Fig. 1: track usage over the die
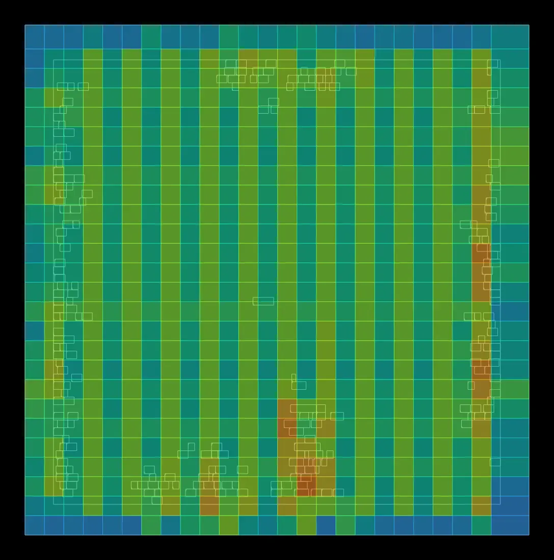
Fig. 2: signal wires on met4
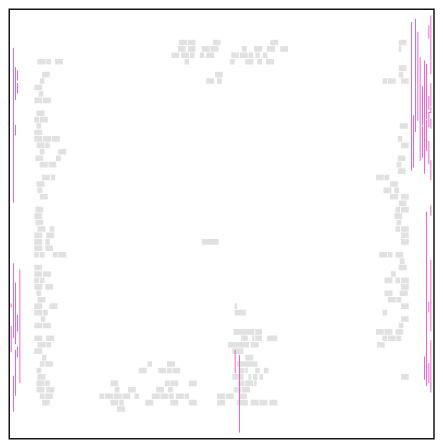
Fig. 3: wiring by layer
The bar under the picture is 50 microns long.
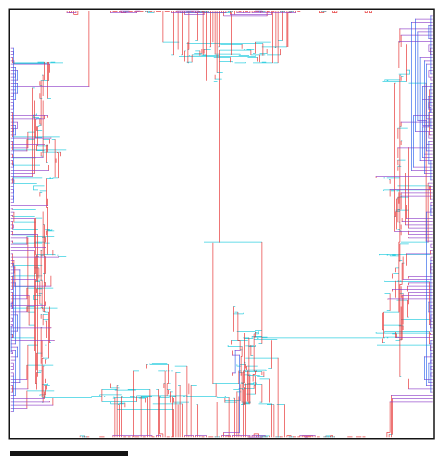
Fig. 4: pin map
Pins as bars across the die edge, other pins in gray.
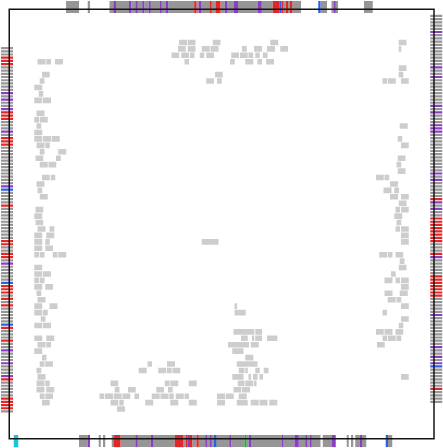
Fig. 5: clock distribution
The bar under the picture is 50 microns long.
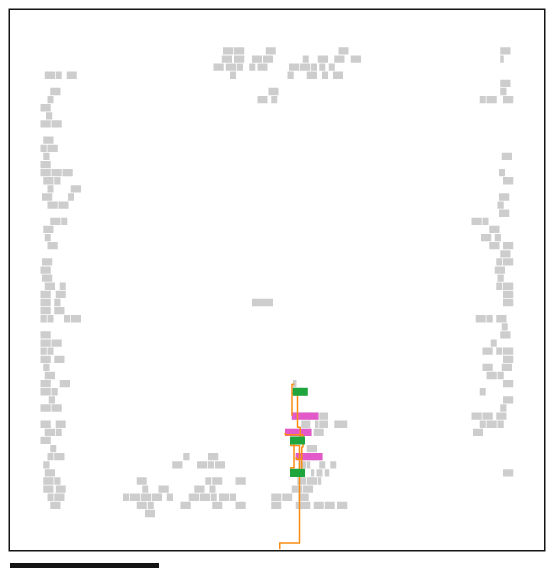
<file path="src/rtl/core_dmem_pmp_gate.sv">
// Data-side PMP gate between the LSU and the data memory bus.
// Optional misalignment faulting: define CORE_DMEM_MISALIGN_CHECK_EN.
module core_dmem_pmp_gate #(
  parameter int ADDR_WIDTH      = 56,
  parameter int MAX_OUTSTANDING = 2
) (
  input  logic                  g_clk,
  input  logic                  g_reset,
  input  logic                  cpu_req,
  output logic                  cpu_gnt,
  input  logic [ADDR_WIDTH-1:0] cpu_addr,
  input  logic                  cpu_wen,
  input  logic [7:0]            cpu_strb,
  input  logic [63:0]           cpu_wdata,
  input  logic [1:0]            cpu_prv,
  input  logic [1:0]            cpu_size,
  output logic                  cpu_rsp_valid,
  output logic                  cpu_rsp_error,
  output logic                  cpu_rsp_misalign,
  output logic [63:0]           cpu_rsp_rdata,
  output logic [ADDR_WIDTH-1:0] pmp_addr,
  output logic [1:0]            pmp_prv,
  output logic                  pmp_wen,
  output logic                  pmp_req,
  input  logic                  pmp_trap,
  output logic                  mem_req,
  input  logic                  mem_gnt,
  output logic [ADDR_WIDTH-1:0] mem_addr,
  output logic                  mem_wen,
  output logic [7:0]            mem_strb,
  output logic [63:0]           mem_wdata,
  input  logic                  mem_rsp_valid,
  input  logic                  mem_rsp_error,
  input  logic [63:0]           mem_rsp_rdata
);

  localparam int CW = $clog2(MAX_OUTSTANDING + 1);

  logic [CW-1:0] r_cnt;
  logic          r_err_pend;
  logic          w_mis;
  logic          w_fault;
  logic          w_full;
  logic          w_idle;
  logic          w_local;
  logic          w_inc;
  logic          w_dec;

  assign pmp_addr = cpu_addr;
  assign pmp_prv  = cpu_prv;
  assign pmp_wen  = cpu_wen;
  assign pmp_req  = cpu_req;

  assign mem_addr  = cpu_addr;
  assign mem_wen   = cpu_wen;
  assign mem_strb  = cpu_strb;
  assign mem_wdata = cpu_wdata;

`ifdef CORE_DMEM_MISALIGN_CHECK_EN
  logic [2:0] w_mask;
  logic       r_err_mis;

  always_comb begin
    unique case (cpu_size)
      2'b00:   w_mask = 3'b000;
      2'b01:   w_mask = 3'b001;
      2'b10:   w_mask = 3'b011;
      default: w_mask = 3'b111;
    endcase
  end

  assign w_mis = cpu_req && ((cpu_addr[2:0] & w_mask) != 3'b000);

  always_ff @(posedge g_clk or posedge g_reset) begin
    if (g_reset) r_err_mis <= 1'b0;
    else         r_err_mis <= w_local && w_mis;
  end

  assign cpu_rsp_misalign = !g_reset && r_err_pend && r_err_mis;
`else
  logic w_unused_size;
  assign w_unused_size    = ^cpu_size;
  assign w_mis            = 1'b0;
  assign cpu_rsp_misalign = 1'b0;
`endif

  assign w_fault = pmp_trap || w_mis;
  // Full is judged on the registered count, so a same-cycle response
  // never frees a slot for a same-cycle grant.
  assign w_full  = (r_cnt >= CW'(MAX_OUTSTANDING));
  assign w_idle  = (r_cnt == '0) && !r_err_pend;

  assign mem_req = !g_reset && cpu_req && !w_fault
                && !r_err_pend && !w_full;
  // Faults wait for the bus to drain so responses stay in order.
  assign w_local = !g_reset && cpu_req && w_fault && w_idle;
  assign w_inc   = mem_req && mem_gnt;
  assign w_dec   = !g_reset && mem_rsp_valid && (r_cnt != '0);

  assign cpu_gnt = w_inc || w_local;

  assign cpu_rsp_valid = !g_reset && (r_err_pend || w_dec);
  assign cpu_rsp_error = !g_reset
                      && (r_err_pend || (w_dec && mem_rsp_error));
  assign cpu_rsp_rdata = w_dec ? mem_rsp_rdata : 64'd0;

  always_ff @(posedge g_clk or posedge g_reset) begin
    if (g_reset) begin
      r_cnt      <= '0;
      r_err_pend <= 1'b0;
    end else begin
      r_err_pend <= w_local;
      unique case ({w_inc, w_dec})
        2'b10:   r_cnt <= r_cnt + CW'(1);
        2'b01:   r_cnt <= r_cnt - CW'(1);
        default: r_cnt <= r_cnt;
      endcase
    end
  end

endmodule
</file>
<file path="config.mk">
export PLATFORM = sky130hd
export DESIGN_NAME = core_dmem_pmp_gate
export DESIGN_NICKNAME = d
export VERILOG_FILES = /design/src/rtl/core_dmem_pmp_gate.sv
export SDC_FILE = /design/constraint.sdc
export NUM_CORES = 1
export LEC_CHECK = 0
export CAP_MARGIN = 40
export CORE_AREA = 10 10 169 171
export CTS_BUF_LIST = sky130_fd_sc_hd__clkbuf_8
export DETAILED_ROUTE_END_ITERATION = 8
export DIE_AREA = 0 0 179 181
export PLACE_DENSITY_LB_ADDON = 0.15
export SLEW_MARGIN = 25
export SYNTH_ARGS = -nofsm -noshare
export SYNTH_HDL_FRONTEND = slang
export SYNTH_SLANG_ARGS = --single-unit
</file>
<file path="constraint.sdc">
create_clock -name g_clk -period 4 [get_ports g_clk]
set_input_delay 0.4 -clock g_clk [delete_from_list [all_inputs] [get_ports g_clk]]
set_output_delay 0.4 -clock g_clk [all_outputs]
set_load 0.005 [all_outputs]
</file>
==> results.sh <==
# flow metrics
export IMPL_fillers=2944
export IMPL_hold_viol=0
export IMPL_whs_ns=0.430
export IMPL_cts_tree="done"
export IMPL_outcome="complete, no violations"
export IMPL_dr_pass1_iters=2
export IMPL_track_usage=0.0393
export IMPL_die_x_microns=179
export IMPL_clock_latency_ns=0.22
export IMPL_clock_root_buffer="clkbuf_8"
export IMPL_clock_sinks=3
export IMPL_syn_avg_cell_area_sq_um=7.32
export IMPL_critPathKind="primary input to output pin"
export IMPL_core_util_floorplan=0.0821
export IMPL_common_cells="buf_4, and2_1, clkbuf_2"
export IMPL_ys_flops=3
export IMPL_setup_tns_ns=0
export IMPL_r2r_cells=5
export IMPL_core_sq_um=25000
export IMPL_clk_pin_slew_ns=0.03
export IMPL_min_period_ns=2.94
export IMPL_yosysWarnings=0
export IMPL_drive_above_1_share=0.0263
export IMPL_wl_per_cell_microns=12.6
export IMPL_grt_pass1_vias=1573
export IMPL_regArea_sq_um=75.1
export IMPL_max_freq_mhz=340
export IMPL_io_buffers=139
export IMPL_drv_cap=0
export IMPL_syn_inst=281
export IMPL_ant_nets=0
export IMPL_syn_cell_area_sq_um=2060
export IMPL_fp_row_count=58
export IMPL_clockBufferDepth=2
export IMPL_startpoint_type="primary input"
export IMPL_ys_chip_area_sq_um=2060
export IMPL_worstSetupEndpointType="output pin"
export IMPL_cp_max_fo=38
export IMPL_tightest_slew_ns=0.580
export IMPL_slew_viol_final=0
export IMPL_grt_max_degree=39
export IMPL_final_cell_count_no_fill=558
export IMPL_ys_seq_frac=0.0365
export IMPL_io_pins=462
export IMPL_placedCellCount=554
export IMPL_setup_viol=0
export IMPL_cp_arrival_ns=2.54
export IMPL_rsz0062_at_grt="false"
export IMPL_yosysTopAreaCell="buf_4"
export IMPL_logic_area_sq_um=518
export IMPL_r2r_start="r_cnt[1]"
export IMPL_clock_skew_ns=0.00126
export IMPL_drtIter0Drc=19
export IMPL_hold_path_class="primary input to async pin"
export IMPL_chipArea_sq_um=32400
export IMPL_r2r_setup_slack_ns=2.09
export IMPL_numCtsBuffers=3
export IMPL_antenna_found_initial=0
export IMPL_yosysTopAreaCellShare=0.694
export IMPL_worstPathRequired_ns=3.60
export IMPL_synth_edff_count=0
export IMPL_yosysUniqueCellTypes=19
export IMPL_drc_errors=0
export IMPL_powerDensity_nw_per_um2=195
export IMPL_drt_wl_total_microns=7010
export IMPL_grt_overflow=0
export IMPL_drt_vias_per_instance=2.35
export IMPL_grt_pass1_wl_microns=9770
export IMPL_rr_endpoint="r_cnt[1]"
export IMPL_finalClockPeriodUsage=0.735
export IMPL_gp_congestion=0.659
export IMPL_nNetsFinal=434
export IMPL_diodes=0
export IMPL_syn_nets=486
export IMPL_cts_resized=0
export IMPL_layout_area_overhead_vs_synth_pct=20.0
export IMPL_synthTopCellsByArea="buf_4, and2_1, dfrtp_1, clkbuf_2, xnor2_1"
export IMPL_yosysCellCount=281
export IMPL_power_total_w=0.000481
export IMPL_dr_total_vias=1310
export IMPL_yosysMostFrequentCell="buf_4"
export IMPL_leakage_nw=0.829
export IMPL_slew_headroom=0.613
export IMPL_ir_drop_uv=61.5
export IMPL_dp_final_hpwl_microns=6160
export IMPL_flop_cell="dfrtp_1"
export IMPL_hold_buffers=0
export IMPL_postCtsSetupBuffers=0
export IMPL_async_flop_share=1.00
export IMPL_log_warning_count=28
export IMPL_die_h_microns=181
export IMPL_cts_htree_levels=1
Back to the opening pictures, Fig. 1:
met2 Usage GRT: 0.0656
Core Util, Final: 0.0985
Global Route met1 Usage: 0.0244

Back to the opening pictures, Fig. 2:
main direction: vertical
nets with wire on the layer: 37
share of all routed wire: 12%

Back to the opening pictures, Fig. 3:
| layer | color | wire length |
|---|---|---|
| M3 | purple | 1380 microns |
| M1 | cyan | 1550 microns |
| M4 | blue | 848 microns |
| M2 | red | 3230 microns |

Back to the opening pictures, Fig. 4:
| port | color | pins | direction | edge |
|---|---|---|---|---|
| cpu_size | cyan | 2 | input | south |
| pmp_trap | green | 1 | input | south |
| cpu_strb | blue | 8 | input | 3 west, 2 south, 2 north, 1 east |
| mem_addr | purple | 56 | output | 17 east, 16 south, 14 north, 9 west |
| cpu_rsp_rdata | red | 64 | output | 26 west, 18 east, 10 north, 10 south |
all pins by edge: 121 south, 121 east, 114 west, 106 north

Back to the opening pictures, Fig. 5:
[clock wires] orange | length: 117 microns
[clock-net drivers] green | count: 3
[flip-flops] magenta | count: 3
routed clock nets: 4

[power breakdown]
| part | internal [W] | switching (W) | leakage (nW) |
|---|---|---|---|
| registers | 0.0000424 | 0.0000134 | 0.0373 |
| logic | 0.000230 | 0.000109 | 0.765 |
| clock network | 0.0000654 | 0.0000205 | 0.0269 |
| total | 0.000338 | 0.000143 | 0.829 |
[sequential cells by signal, summed over array words and instances (netlist names)]
signal	count
r_cnt	2
r_err_pend	1
[cell type report]
class,count,area share
clock buffer,3,0.0167
clock inverter,1,0.00152
inverter,1,0.00152
multi-input combinational,80,0.210
sequential,3,0.0304
tap,330,0.167
timing repair buffer,140,0.572
[kinds of logic after synthesis]
family                     synth area share
DFF                                  0.0365
buffers and inverters                 0.712
and+or+nand+nor                       0.216
adders and majority gates           0.00609
AOI/OAI and AO/OA                    0.0152
xor gates and xnor gates             0.0128
other                               0.00182
[layer usage]
layer  global-route usage  wire length, microns
met1               0.0244                  1550
met2               0.0656                  3230
met3               0.0254                  1380
met4               0.0516                   847
met5                    0                     0
[placed cells by master, fill, tap and decap left out]
| master | synthesis | routed |
|---|---|---|
| a21o_1 | 1 | 1 |
| a21oi_1 | 1 | 1 |
| a22o_1 | 1 | 1 |
| and2_1 | 64 | 64 |
| buf_12 | 0 | 1 |
| clkbuf_8 | 0 | 3 |
| clkdlybuf4s50_1 | 0 | 139 |
| conb_1 | 1 | 1 |
| dfrtp_1 | 3 | 3 |
| ha_1 | 1 | 1 |
| inv_1 | 1 | 2 |
| nand2b_1 | 2 | 2 |
| nor2_1 | 3 | 3 |
| o211a_2 | 0 | 1 |
| or2_1 | 1 | 1 |
| or4b_4 | 1 | 1 |
| xnor2_1 | 2 | 2 |
| xor2_1 | 1 | 1 |
[worst max-delay path by stage]
stage	startpoint	to	cells past startpoint
2_1_floorplan	r_cnt[1]	r_cnt[1]	5
3_3_place_gp	g_reset	cpu_rsp_rdata[12]	6
3_5_place_dp	g_reset	cpu_rsp_rdata[12]	6
6_report	g_reset	cpu_rsp_rdata[12]	6
4_1_cts	g_reset	cpu_rsp_rdata[12]	6
5_1_grt	g_reset	cpu_rsp_rdata[12]	6
[worst max-delay path, cell delays in order]
cell             delay (ns)
clkdlybuf4s50_1        0.43
inv_1                  0.17
o211a_2                0.59
buf_12                 0.24
and2_1                 0.15
clkdlybuf4s50_1        0.52
[metrics by stage]
step,cell area (sq um),worst slack [ns]
3_5_place_dp,2420,0.941
3_3_place_gp,2420,0.944
2_1_floorplan,2060,2.21
4_1_cts,2470,0.928
6_report,2470,1.06
5_1_grt,2470,0.827
Power is estimated from default activity; no workload was simulated.
